==> run_1/clk_routes.png <==
Scale bar: 20 µm.
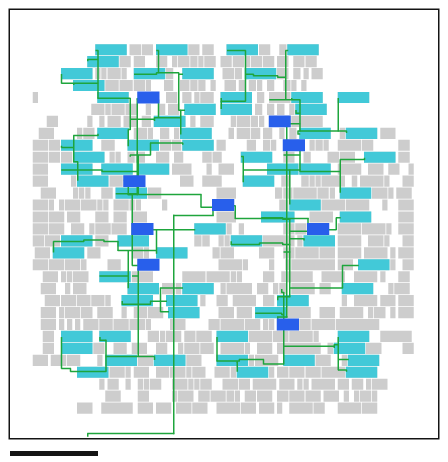
==> run_1/clocks.png <==
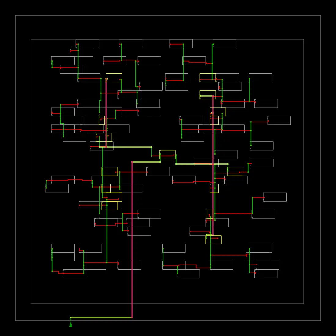
==> run_1/flops_by_reg.png <==
Other sequential cells in the stronger grey, the rest of the logic in the fainter grey.
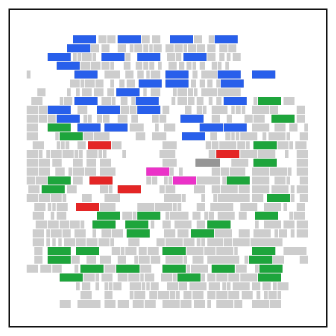
<file path="src/rtl/latch_bank_wr_ctrl_if.sv">
// Writeback request bundle for the latch-bank write controller: two
// valid/ready requesters (A = ALU, B = load/memory) with address and data.
interface latch_bank_wr_ctrl_if #(
  parameter int AW = 5,
  parameter int DW = 32
);
  logic          a_valid;
  logic [AW-1:0] a_addr;
  logic [DW-1:0] a_data;
  logic          a_ready;
  logic          b_valid;
  logic [AW-1:0] b_addr;
  logic [DW-1:0] b_data;
  logic          b_ready;

  modport master (
    output a_valid, a_addr, a_data, b_valid, b_addr, b_data,
    input  a_ready, b_ready
  );

  modport slave (
    input  a_valid, a_addr, a_data, b_valid, b_addr, b_data,
    output a_ready, b_ready
  );
endinterface

</file>
<file path="src/rtl/latch_bank_wr_ctrl.sv">
// Write-port controller for a D-latch register bank: round-robin arbitration of two
// writeback requesters, then a setup -> enable pulse -> hold sequence per write.
module latch_bank_wr_ctrl #(
  parameter int NREG      = 32,
  parameter int AW        = 5,
  parameter int DW        = 32,
  parameter int PULSE_CYC = 1,
  parameter int ZERO_PROT = 1
) (
  input  logic                 clk_i,
  input  logic                 rst_i,
  latch_bank_wr_ctrl_if.slave  wr_if,
  output logic [DW-1:0]        lat_d_o,
  output logic [NREG-1:0]      lat_en_o,
  output logic                 busy_o,
  output logic                 err_o
);

  localparam int CW = (PULSE_CYC > 1) ? $clog2(PULSE_CYC) : 1;
  localparam logic [AW:0] NREG_W = (AW+1)'(NREG);

  typedef enum logic [1:0] {S_IDLE, S_SETUP, S_PULSE, S_HOLD} state_e;

  state_e          state_q, state_d;
  logic [CW-1:0]   cnt_q, cnt_d;
  logic [AW-1:0]   addr_q, addr_d;
  logic [DW-1:0]   lat_d_q, lat_d_d;
  logic [NREG-1:0] lat_en_q, lat_en_d;
  logic [NREG-1:0] en_mask;
  logic            prio_q, prio_d;   // 0: A wins a conflict, 1: B wins
  logic            err_q, err_d;
  logic            idle, a_grant, b_grant;
  logic [AW-1:0]   acc_addr;
  logic [DW-1:0]   acc_data;

  assign idle    = (state_q == S_IDLE);
  assign a_grant = idle & wr_if.a_valid & (~wr_if.b_valid | ~prio_q);
  assign b_grant = idle & wr_if.b_valid & (~wr_if.a_valid |  prio_q);
  assign wr_if.a_ready = a_grant;
  assign wr_if.b_ready = b_grant;

  assign acc_addr = b_grant ? wr_if.b_addr : wr_if.a_addr;
  assign acc_data = b_grant ? wr_if.b_data : wr_if.a_data;

  // Out-of-range addresses match no bit, so they never raise an enable.
  generate
    for (genvar gi = 0; gi < NREG; gi++) begin : g_en
      if (ZERO_PROT != 0 && gi == 0) begin : g_prot
        assign en_mask[gi] = 1'b0;
      end else begin : g_dec
        assign en_mask[gi] = (addr_q == AW'(gi));
      end
    end
  endgenerate

  always_comb begin
    state_d  = state_q;
    cnt_d    = cnt_q;
    addr_d   = addr_q;
    lat_d_d  = lat_d_q;
    lat_en_d = lat_en_q;
    prio_d   = prio_q;
    err_d    = 1'b0;
    case (state_q)
      S_IDLE: begin
        if (a_grant || b_grant) begin
          addr_d  = acc_addr;
          lat_d_d = acc_data;
          prio_d  = a_grant;
          err_d   = ({1'b0, acc_addr} >= NREG_W);
          state_d = S_SETUP;
        end
      end
      S_SETUP: begin
        cnt_d    = '0;
        lat_en_d = en_mask;
        state_d  = S_PULSE;
      end
      S_PULSE: begin
        if (cnt_q == CW'(PULSE_CYC - 1)) begin
          lat_en_d = '0;
          state_d  = S_HOLD;
        end else begin
          cnt_d = cnt_q + CW'(1);
        end
      end
      S_HOLD: begin
        state_d = S_IDLE;
      end
      default: begin
        lat_en_d = '0;
        state_d  = S_IDLE;
      end
    endcase
  end

  always_ff @(posedge clk_i) begin
    if (rst_i) begin
      state_q  <= S_IDLE;
      cnt_q    <= '0;
      addr_q   <= '0;
      lat_d_q  <= '0;
      lat_en_q <= '0;
      prio_q   <= 1'b0;
      err_q    <= 1'b0;
    end else begin
      state_q  <= state_d;
      cnt_q    <= cnt_d;
      addr_q   <= addr_d;
      lat_d_q  <= lat_d_d;
      lat_en_q <= lat_en_d;
      prio_q   <= prio_d;
      err_q    <= err_d;
    end
  end

  assign lat_d_o  = lat_d_q;
  assign lat_en_o = lat_en_q;
  assign busy_o   = ~idle;
  assign err_o    = err_q;

endmodule
</file>
<file path="src/flat_wrapper.sv">
// flat-port wrapper written by rule: the top's interface ports become plain ports
module latch_bank_wr_ctrl_flat 
#(
  parameter int NREG      = 32,
  parameter int AW        = 5,
  parameter int DW        = 32,
  parameter int PULSE_CYC = 1,
  parameter int ZERO_PROT = 1
)
  (clk_i, rst_i, lat_d_o, lat_en_o, busy_o, err_o, wr_if_a_valid, wr_if_a_addr, wr_if_a_data, wr_if_b_valid, wr_if_b_addr, wr_if_b_data, wr_if_a_ready, wr_if_b_ready);
  latch_bank_wr_ctrl_if #(.AW(AW), .DW(DW)) wr_if_i ();
  input  logic clk_i;
  input  logic rst_i;
  output logic [DW-1:0] lat_d_o;
  output logic [NREG-1:0] lat_en_o;
  output logic busy_o;
  output logic err_o;
  input wire logic [$bits(wr_if_i.a_valid)-1:0] wr_if_a_valid;
  input wire logic [$bits(wr_if_i.a_addr)-1:0] wr_if_a_addr;
  input wire logic [$bits(wr_if_i.a_data)-1:0] wr_if_a_data;
  input wire logic [$bits(wr_if_i.b_valid)-1:0] wr_if_b_valid;
  input wire logic [$bits(wr_if_i.b_addr)-1:0] wr_if_b_addr;
  input wire logic [$bits(wr_if_i.b_data)-1:0] wr_if_b_data;
  output wire logic [$bits(wr_if_i.a_ready)-1:0] wr_if_a_ready;
  output wire logic [$bits(wr_if_i.b_ready)-1:0] wr_if_b_ready;
  assign wr_if_i.a_valid = wr_if_a_valid;
  assign wr_if_i.a_addr = wr_if_a_addr;
  assign wr_if_i.a_data = wr_if_a_data;
  assign wr_if_i.b_valid = wr_if_b_valid;
  assign wr_if_i.b_addr = wr_if_b_addr;
  assign wr_if_i.b_data = wr_if_b_data;
  assign wr_if_a_ready = wr_if_i.a_ready;
  assign wr_if_b_ready = wr_if_i.b_ready;
  latch_bank_wr_ctrl #(.NREG(NREG), .AW(AW), .DW(DW), .PULSE_CYC(PULSE_CYC), .ZERO_PROT(ZERO_PROT)) u_core (.clk_i(clk_i), .rst_i(rst_i), .wr_if(wr_if_i), .lat_d_o(lat_d_o), .lat_en_o(lat_en_o), .busy_o(busy_o), .err_o(err_o));
endmodule
</file>
<file path="config.mk">
export PLATFORM = sky130hd
export DESIGN_NAME = latch_bank_wr_ctrl_flat
export DESIGN_NICKNAME = d
export VERILOG_FILES = /design/src/rtl/latch_bank_wr_ctrl_if.sv /design/src/rtl/latch_bank_wr_ctrl.sv /design/src/flat_wrapper.sv
export SDC_FILE = /design/constraint.sdc
export NUM_CORES = 1
export LEC_CHECK = 0
export CAP_MARGIN = 20
export CORE_MARGIN = 5
export CORE_UTILIZATION = 47
export DETAILED_ROUTE_END_ITERATION = 10
export PLACE_DENSITY = 0.95
export SLEW_MARGIN = 20
export SYNTH_ARGS = -nofsm -noshare
export SYNTH_HDL_FRONTEND = slang
export SYNTH_SLANG_ARGS = --single-unit
</file>
<file path="constraint.sdc">
create_clock -name clk_i -period 2.6 [get_ports clk_i]
set_input_delay 0.39 -clock clk_i [delete_from_list [all_inputs] [get_ports clk_i]]
set_output_delay 0.39 -clock clk_i [all_outputs]
set_load 0.1 [all_outputs]
</file>
==> notes.md, run 1 <==
Update from the flow run.

Dividing the detail-routed via count by the number of cells gives 5.75. For reference, the clock transition at the flip-flops on the worst setup and hold paths is 0.08 ns. STA reports a reg2reg setup slack of 0.57 ns. The area of combinational cells with multiple inputs is 1740 µm². The vertical die dimension reported for this design is 97.4 µm. The power per standard cell area is 1250 nW/µm². For this run, the post-layout net count is 578. The synth_stat.txt file lists the number of cells as 377. The synthesis-to-layout area growth is 39.9%. Max fanout on the critical path was recorded as 22. The critical path is of the register to primary output type. The maximum number of pins on one net before global-route repair is 40. The number of global-route vias before repair came to 3,564. Nets still carrying antenna violations after routing amount to 0. For this run, the number of standard cells in the final layout without fillers is 602. The routed wire length is 11.0 mm. The final hold slack is 0.467 ns.

The register share after synthesis is 39.6%. In this run the clock root is driven by a sky130_fd_sc_hd__clkbuf_8. The run finished with clean final reports. Counting along the longest clock path gives a buffer depth of 2. The number of max-cap violations is 0. The dominant synthesized flop cell is sky130_fd_sc_hd__dfxtp_1. After synthesis, the chip area reported by Yosys is 3590 µm². The horizontal die dimension reported for this design is 97.4 µm.

The TritonCTS clock tree is done. In the final layout, the share of cells above drive strength 1 is 28.8%. The post-route fraction of the period consumed by the critical path is 88.8%. The class of the most critical hold timing path is register to register. The number of setup violations in the final report is 0. Per the synthesis report, the dominant area consumer among library cells is sky130_fd_sc_hd__dfxtp_1.

The routed layout reports a DRC error count of 0. At the worst endpoint, the required time is 2.21 ns. The max-slew violation count is 0. In this run the core area contains 31 standard-cell rows.
Notes on clk_routes.png above:
[cyan] flip-flops | count: 71
[blue] clock drivers | count: 9
[green] clock wires | length: 836 µm
flops lie: all over the die
routed clock nets: 10

Notes on clocks.png above:
final worst clock skew: 0.00804 ns
number of clock buffers inserted by TritonCTS: 9
count of clock-net buffers in the final layout: 11
Insertion Delay late pin: 0.34 ns
Clock Sinks: 71

Notes on flops_by_reg.png above:
| colour | netlist name | sequential cells |
|---|---|---|
| red | u_core.addr_q | 5 |
| blue | u_core.lat_en_o | 31 |
| magenta | u_core.state_q | 2 |
| green | u_core.lat_d_o | 32 |

## run 1: worst paths after layout
path	start	end	cells past startpoint
worst min register to register	u_core.lat_en_o[13]	u_core.lat_en_o[13]	2
worst min-delay path	u_core.lat_en_o[13]	u_core.lat_en_o[13]	2
worst max register to register	u_core.state_q[0]	u_core.lat_d_o[29]	6
worst max-delay path	u_core.state_q[0]	busy_o	5
## run 1: where the power goes
part	internal [W]	switching (W)	leakage, nW
registers	0.00135	0.000232	0.583
clock network	0.000395	0.000412	0.0873
logic	0.000968	0.00294	1.26
total	0.00271	0.00358	1.93
## run 1: through the flow
step / area, µm² / setup WS, ns / total power [W]
floorplan: 3600 / 0.291 / 0.00468
global placement: 4840 / 0.468 / 0.00537
detailed placement: 4840 / 0.406 / 0.00548
CTS: 5030 / 0.293 / 0.00630
global route: 5030 / 0.152 / 0.00658
finish: 5030 / 0.292 / 0.00629
## run 1: cells by family (layout without fill, tap and decap cells)
kind of cell,count (synthesis),in the layout
simple gates,102,102
other cells,1,2
compound gates,112,112
buf+inv,89,214
fa+ha+maj,2,2
flops,71,71
## run 1: layout by cell type, fill, tap and decap left out, types with 2 or more instances in the layout
cell type | netlist | routed
sky130_fd_sc_hd__a2111oi_2 | 35 | 35
sky130_fd_sc_hd__a21oi_1 | 17 | 16
sky130_fd_sc_hd__a2111oi_0 | 18 | 18
sky130_fd_sc_hd__nor3b_2 | 2 | 2
sky130_fd_sc_hd__ha_1 | 2 | 2
sky130_fd_sc_hd__buf_4 | 6 | 74
sky130_fd_sc_hd__nor2_1 | 57 | 57
sky130_fd_sc_hd__inv_1 | 41 | 41
sky130_fd_sc_hd__a32oi_1 | 16 | 16
sky130_fd_sc_hd__dfxtp_1 | 71 | 70
sky130_fd_sc_hd__a2111oi_1 | 18 | 18
sky130_fd_sc_hd__and2_1 | 2 | 2
sky130_fd_sc_hd__buf_12 | 0 | 4
sky130_fd_sc_hd__clkinv_2 | 0 | 2
sky130_fd_sc_hd__conb_1 | 1 | 2
sky130_fd_sc_hd__clkinvlp_4 | 0 | 3
sky130_fd_sc_hd__buf_2 | 13 | 2
sky130_fd_sc_hd__clkbuf_8 | 0 | 11
sky130_fd_sc_hd__clkdlybuf4s50_1 | 0 | 75
sky130_fd_sc_hd__inv_2 | 2 | 2
sky130_fd_sc_hd__nand3_1 | 8 | 8
sky130_fd_sc_hd__a2111oi_4 | 3 | 3
sky130_fd_sc_hd__nand2_1 | 16 | 16
sky130_fd_sc_hd__nand4_1 | 8 | 8
sky130_fd_sc_hd__nor2b_1 | 6 | 6
## run 1: area by class of cell
type	instances	share of cell area, %
well taps	99	2.46
clock inverters	5	0.647
repair buffers	155	27.8
flip-flops and latches	71	28.3
multi-input cells	218	34.6
inverters	43	3.21
clock buffers	11	3.01
## run 1: critical path, stage by stage, from the launching register on
cell	delay, ns
sky130_fd_sc_hd__dfxtp_1	0.31
sky130_fd_sc_hd__inv_1	0.06
sky130_fd_sc_hd__ha_1	0.28
sky130_fd_sc_hd__inv_2	0.42
sky130_fd_sc_hd__buf_4	0.31
sky130_fd_sc_hd__buf_12	0.20
==> run 2: changes to the inputs <==
Settings changed: ABC_CLOCK_PERIOD_IN_PS set to 2600.
==> run_2/wires.png <==
Scale bar: 20 µm.
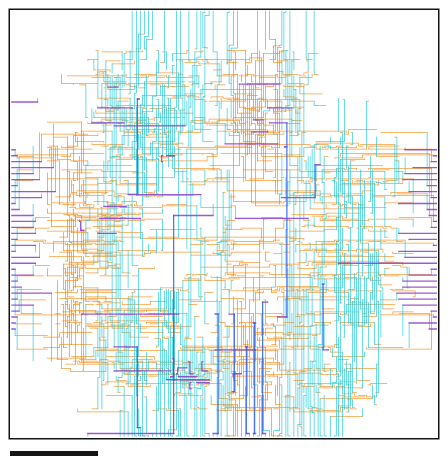
| colour | layer | wire length |
|---|---|---|
| blue | metal 4 | 276 µm |
| orange | metal 1 | 4,420 µm |
| cyan | metal 2 | 5,770 µm |
| purple | metal 3 | 547 µm |

==> notes.md, run 2 <==
Update from the flow run.

The routed wire length is 11.0 mm (unchanged). The total cell area reported by yosys after synthesis came to 3590 µm² (unchanged). The number of DRC violations after detailed routing is 0 (unchanged). The maximum clock frequency was 0.433 GHz (unchanged). The most common cell after layout, fill and taps aside is sky130_fd_sc_hd__clkdlybuf4s50_1 (unchanged). The die height is 97.4 µm (unchanged). The max-slew violation count came to 0 (unchanged). The summed area of non-filler cells in the final layout came to 5030 µm² (unchanged). Run status: finished, final reports clean (unchanged). The total congestion overflow is 0 (unchanged). CP cell instances: inv_1, ha_1, inv_2, buf_4, buf_12 (unchanged).

The average vias per placed instance is 5.75 (unchanged). The family with the most delay on the worst path is buffers and inverters (unchanged). The register share after synthesis is 39.6% (unchanged). The largest fanout on the critical path is 22 (unchanged). The critical path required time is 2.21 ns (about the same). The startpoint-to-endpoint class of the critical path is register to primary output (unchanged). The proportion of power drawn by flip-flops and latches is 25.1% (about the same). The number of max-cap violations is 0 (unchanged). The number of setup violations in the final report is 0 (unchanged). The floorplan utilization is 49.0% (unchanged). The standard cell area after detailed placement came to 4840 µm² (unchanged). The cell internal power dissipation was 0.00271 W (unchanged).

The dominant synthesized flop cell is sky130_fd_sc_hd__dfxtp_1 (unchanged). The per-cell routed wire length came to 18.3 µm (unchanged). The post-route fraction of the period consumed by the critical path is 88.8% (unchanged). The final layout net count is 578 (unchanged).

The placement row count came to 31 (unchanged). The number of global-route vias before repair is 3,564 (unchanged). The class of the most critical hold timing path is register to register (unchanged). The maximum number of pins on one net before global-route repair is 40 (unchanged).

The simple-gate share of the synthesized area is 12.9% (unchanged). The yosys stat cell total was 377 (unchanged). RSZ-0062 raised after global routing: false (unchanged). The total power is 0.00629 W (unchanged).

The number of buffer and inverter stages on the critical path is 4 (unchanged). The later-pin clock latency in the skew report is 0.34 ns (about the same). The number of flip-flops under the largest register name came to 32 (unchanged).

The number of buffers added by the clock tree synthesis step is 9 (unchanged). The net switching power is 0.00358 W (unchanged). The synthesis-to-layout area growth is 39.9% (unchanged). The TritonCTS clock tree is done (unchanged). The power per standard cell area is 1250 nW/µm² (unchanged). The switching power as a share of total power was 56.9% (unchanged). The chip width is 97.4 µm (unchanged).

The worst slack at placement is 0.406 ns (unchanged). The part of the total power dissipated in the clock network is 12.8% (about the same). The delay of the slowest cell on the worst path is 0.42 ns (about the same). The fraction of final layout cells sized beyond drive strength 1 is 28.8% (unchanged). The worst clock skew is 0.00804 ns (unchanged). The flop-to-flop setup slack is 0.57 ns (about the same). The slew at the pin closest to its max-slew limit is 0.583 ns (unchanged).
==> run_2/clocks.png <==
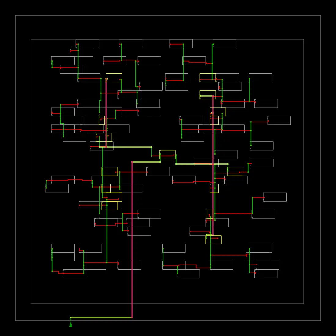
sequential cells: 71
Power Clock: 0.000806 W

## run 2: cell counts in the layout (fill, tap and decap cells not counted)
Identical to the previous run, type by type.
## run 2: tightest hold or removal path, cell delays in order (launching register included)
cell and delay (ns):
sky130_fd_sc_hd__dfxtp_1 0.31, sky130_fd_sc_hd__nand2_1 0.06, sky130_fd_sc_hd__a21oi_1 0.05
## run 2: logic make-up after synthesis
family | after synthesis
other | 1
adders and majority gates | 2
and+or+nand+nor | 102
AOI/OAI and AO/OA | 112
buffers and inverters | 89
DFF | 71
## run 2: metal layers
| layer | up-vias | track usage, % | part of all wire (%) |
|---|---|---|---|
| met5 | - | 0 | 0 |
| met4 | 0 | 10.0 | 2.5 |
| met3 | 24 | 3.88 | 5.0 |
| met2 | 149 | 40.0 | 52 |
| met1 | 1661 | 27.1 | 40 |
| li1 | 1625 | - | - |
## run 2: final cells by class
class	instances	area, µm²
Clock buffer	11	151
Timing Repair Buffer	155	1400
Tap cell	99	124
Multi-Input combinational cell	218	1740
Inverter	43	161
Sequential cell	71	1420
Fill cell	551	2300
Clock inverter	5	32.5
## run 2: final timing paths
check	startpoint	endpoint	depth (start not counted)
max	u_core.state_q[0]	busy_o	5
min	u_core.lat_en_o[13]	u_core.lat_en_o[13]	2
max reg2reg	u_core.state_q[0]	u_core.lat_d_o[29]	6
min reg2reg	u_core.lat_en_o[13]	u_core.lat_en_o[13]	2
## run 2: stage by stage
stage               utilization (%)  cells
finish                         68.6    602
global route                   68.6    602
CTS                            68.6    602
detailed placement             66.1    586
global placement               66.1    586
floorplan                         -    378
## run 2: power by group through the flow
stage          registers (W)  clock network [W]  logic (W)
6_report             0.00158           0.000806    0.00390
5_1_grt              0.00161           0.000873    0.00409
4_1_cts              0.00158           0.000823    0.00390
3_5_place_dp         0.00160                  0    0.00388
3_3_place_gp         0.00158                  0    0.00379
2_1_floorplan        0.00296                  0    0.00172
==> run_2/flops_by_reg.png <==
Other sequential cells in the stronger grey, the rest of the logic in the fainter grey.
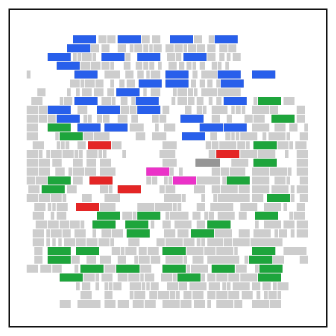

==> run 3: changes to the inputs <==
Settings changed: CTS_CLUSTER_SIZE set to 24, GPL_TIMING_DRIVEN set to 0.
==> run_3/flops_by_reg.png <==
Other sequential cells in the stronger grey, the rest of the logic in the fainter grey.
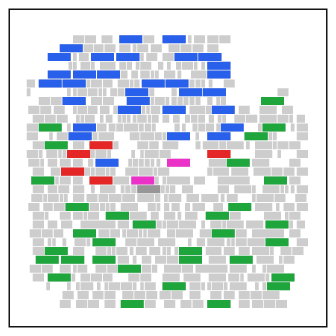
| colour | netlist name | sequential cells |
|---|---|---|
| red | u_core.addr_q | 5 |
| magenta | u_core.state_q | 2 |
| blue | u_core.lat_en_o | 31 |
| green | u_core.lat_d_o | 32 |
not coloured: 1

==> run_3/clk_routes.png <==
Scale bar: 20 µm.
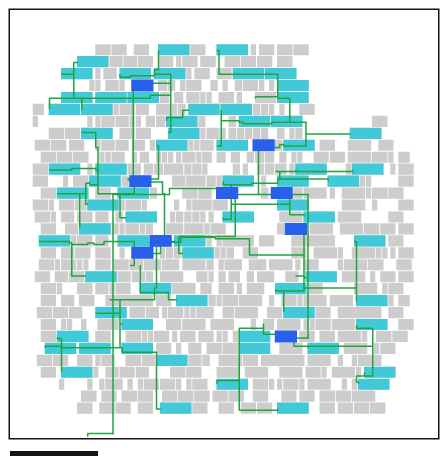
[green] clock wires | length: 936 µm
[cyan] flip-flops | count: 71
[blue] clock drivers | count: 9
flops lie: all over the die
routed clock nets: 10

==> notes.md, run 3 <==
Update from the flow run.

The most common cell after layout, fill and taps aside is sky130_fd_sc_hd__clkdlybuf4s50_1 (unchanged). The per-cell routed wire length came to 17.7 µm (was 18.3 µm). The number of flip-flops under the largest register name is 32 (unchanged). The cell with the largest stage delay on the worst path is sky130_fd_sc_hd__clkdlybuf4s18_2 (was sky130_fd_sc_hd__inv_2).

The library cell with the largest summed area after synthesis is sky130_fd_sc_hd__dfxtp_1 (unchanged). The maximum root-to-sink buffer count is 2 (unchanged). The proportion of power drawn by combinational gates is 63.4% (was 62.1%). The part of the total power dissipated in the clock network is 14.0% (was 12.8%). CP cell instances: clkdlybuf4s50_1, inv_2, buf_6, buf_6, a211oi_4, clkdlybuf4s18_2 (was inv_1, ha_1, inv_2, buf_4, buf_12). The class of the most critical hold timing path is register to register (unchanged). The wire length of the first global-routing pass is 18.1 mm (was 17.9 mm). The switching power as a share of total power is 55.2% (was 56.9%). The source of the worst hold timing path is u_core.lat_en_o[8] (was u_core.lat_en_o[13]).

The later-pin clock latency in the skew report was 0.34 ns (about the same). The yosys stat cell total was 377 (unchanged). The root cell of the clock tree was sky130_fd_sc_hd__clkbuf_8 (unchanged). The floorplan utilization is 49.0% (unchanged).

The power per standard cell area was 1230 nW/µm² (was 1250 nW/µm²). The largest fanout on the critical path is 10 (was 22). The fraction of final layout cells sized beyond drive strength 1 came to 17.9% (was 28.8%). The end point of the most critical hold path is u_core.lat_en_o[8] (was u_core.lat_en_o[13]). The total congestion overflow is 0 (unchanged). The dominant synthesized flop cell is sky130_fd_sc_hd__dfxtp_1 (unchanged). The layout filler cell count is 500 (was 551). The proportion of power drawn by flip-flops and latches is 22.6% (was 25.1%).

The cell occurring most often along the worst timing path is sky130_fd_sc_hd__buf_6. The average vias per placed instance came to 5.60 (was 5.75). The clock transition at the registers of the reported paths is 0.08 ns (about the same). The number of buffers added by the clock tree synthesis step was 9 (unchanged). The number of enable-type register cells in the synthesized netlist is 0 (unchanged). The startpoint of the lowest-slack register-to-register path is u_core.state_q[0] (unchanged). The number of global-route vias before repair is 3,601 (was 3,564). Most frequent cells in the layout: sky130_fd_sc_hd__clkdlybuf4s50_1, sky130_fd_sc_hd__dfxtp_1, sky130_fd_sc_hd__nor2_1, sky130_fd_sc_hd__inv_1, sky130_fd_sc_hd__a2111oi_2 (was sky130_fd_sc_hd__clkdlybuf4s50_1, sky130_fd_sc_hd__buf_4, sky130_fd_sc_hd__dfxtp_1, sky130_fd_sc_hd__nor2_1, sky130_fd_sc_hd__inv_1).

The placed instance count was 619 (was 586). The worst hold path cell count was 2 (unchanged). The placement row count came to 31 (unchanged).

The remaining antenna violation count after routing is 0 (unchanged). The chip width is 97.4 µm (unchanged). The maximum number of pins on one net before global-route repair is 14 (was 40). The routed wire length is 11.2 mm (was 11.0 mm).

The reg-to-reg critical path endpoint is u_core.lat_d_o[24] (was u_core.lat_d_o[29]). The total cell area reported by yosys after synthesis came to 3590 µm² (unchanged). The net switching power is 0.00362 W (was 0.00358 W).

The slew at the pin closest to its max-slew limit is 1.02 ns (was 0.583 ns). The TritonCTS clock tree is done (unchanged). The post-route fraction of the period consumed by the critical path came to 97.1% (was 88.8%). The synthesis-to-layout area growth is 49.0% (was 39.9%). The number of cell instances on the worst register-to-register path was 6 (unchanged). The standard cell area after detailed placement is 5150 µm² (was 4840 µm²). The maximum clock frequency is 0.396 GHz (was 0.433 GHz).

The flop-to-flop setup slack is 0.86 ns (was 0.57 ns). RSZ-0062 raised after global routing: false (unchanged). The number of max-cap violations is 0 (unchanged). The simple-gate share of the synthesized area is 12.9% (unchanged). The max-slew violation count is 0 (unchanged). The cell internal power dissipation was 0.00294 W (was 0.00271 W).

The delay of the slowest cell on the worst path is 0.59 ns (was 0.42 ns). The global placer's final weighted congestion is 0.819 (was 0.787). The register share after synthesis is 39.6% (unchanged). The arrival time reported for the critical path endpoint is 2.13 ns (was 1.92 ns). The number of DRC violations after detailed routing is 0 (unchanged).

The die height is 97.4 µm (unchanged). Run status: finished, final reports clean (unchanged). The startpoint-to-endpoint class of the critical path is primary input to primary output (was register to primary output). The worst clock skew was 0.00735 ns (was 0.00804 ns). The final layout net count is 611 (was 578).
[run 3: layer usage]
layer  vias up  share of wire, %  global-route usage (%)
met2       144                52                    40.6
met3        18               6.5                    5.10
met1      1700                40                    27.6
met5         -                 0                       0
li1       1693                 -                       -
met4         0               2.3                    9.16
[run 3: cells by family (layout without fill, tap and decap cells)]
family                   after synthesis  after routing
AND-OR/OR-AND                        112            112
adder cells (fa/ha/maj)                2              2
buffers and inverters                 89            247
flip-flops                            71             71
other                                  1              2
AND/OR/NAND/NOR                      102            102
[run 3: worst max-delay path, delay by kind of cell]
kind            cells  cell delay, ns
compound gates      1            0.23
buf+inv             5            1.50
[run 3: through the flow]
step	worst slack (ns)	hold WS, ns	power (W)
floorplan	0.291	0.460	0.00468
global placement	-0.530	0.444	0.00556
detailed placement	-0.542	0.458	0.00565
CTS	0.0610	0.471	0.00656
global route	0.00902	0.495	0.00686
finish	0.0760	0.464	0.00657
[run 3: area by class of cell]
class / instances / area, µm² / share of cell area (%)
clock buffer: 10 / 138 / 2.57
multi-input combinational: 218 / 1730 / 32.3
buffer: 46 / 295 / 5.52
inverter: 43 / 161 / 3.01
sequential: 71 / 1420 / 26.5
tap: 99 / 124 / 2.31
timing repair buffer: 142 / 1420 / 26.5
clock inverter: 6 / 67.6 / 1.26
[run 3: worst max path at each step]
| stage | endpoint | slack, ns | cells past startpoint | startpoint |
|---|---|---|---|---|
| 6_report | wr_if_a_ready | 0.08 | 6 | wr_if_a_valid |
| 5_1_grt | wr_if_a_ready | 0.009 | 6 | u_core.state_q[0] |
| 4_1_cts | wr_if_b_ready | 0.06 | 7 | u_core.state_q[0] |
| 3_5_place_dp | wr_if_b_ready | -0.54 | 6 | wr_if_b_valid |
| 3_3_place_gp | wr_if_b_ready | -0.53 | 6 | wr_if_b_valid |
| 2_1_floorplan | wr_if_a_ready | 0.29 | 5 | u_core.state_q[0] |
[run 3: power by group through the flow]
stage          clock network [W]  logic [W]  registers, W
2_1_floorplan                  0    0.00172       0.00296
3_3_place_gp                   0    0.00407       0.00149
3_5_place_dp                   0    0.00414       0.00150
4_1_cts                 0.000927    0.00416       0.00148
5_1_grt                 0.000971    0.00438       0.00151
6_report                0.000921    0.00416       0.00148
[run 3: repair_timing]
item	4_1_cts	5_1_grt
resized	11	2
pin swaps	0	0
setup endpoints to repair	3	2
Power figures rest on the tool's default switching activity, not on a simulated workload.
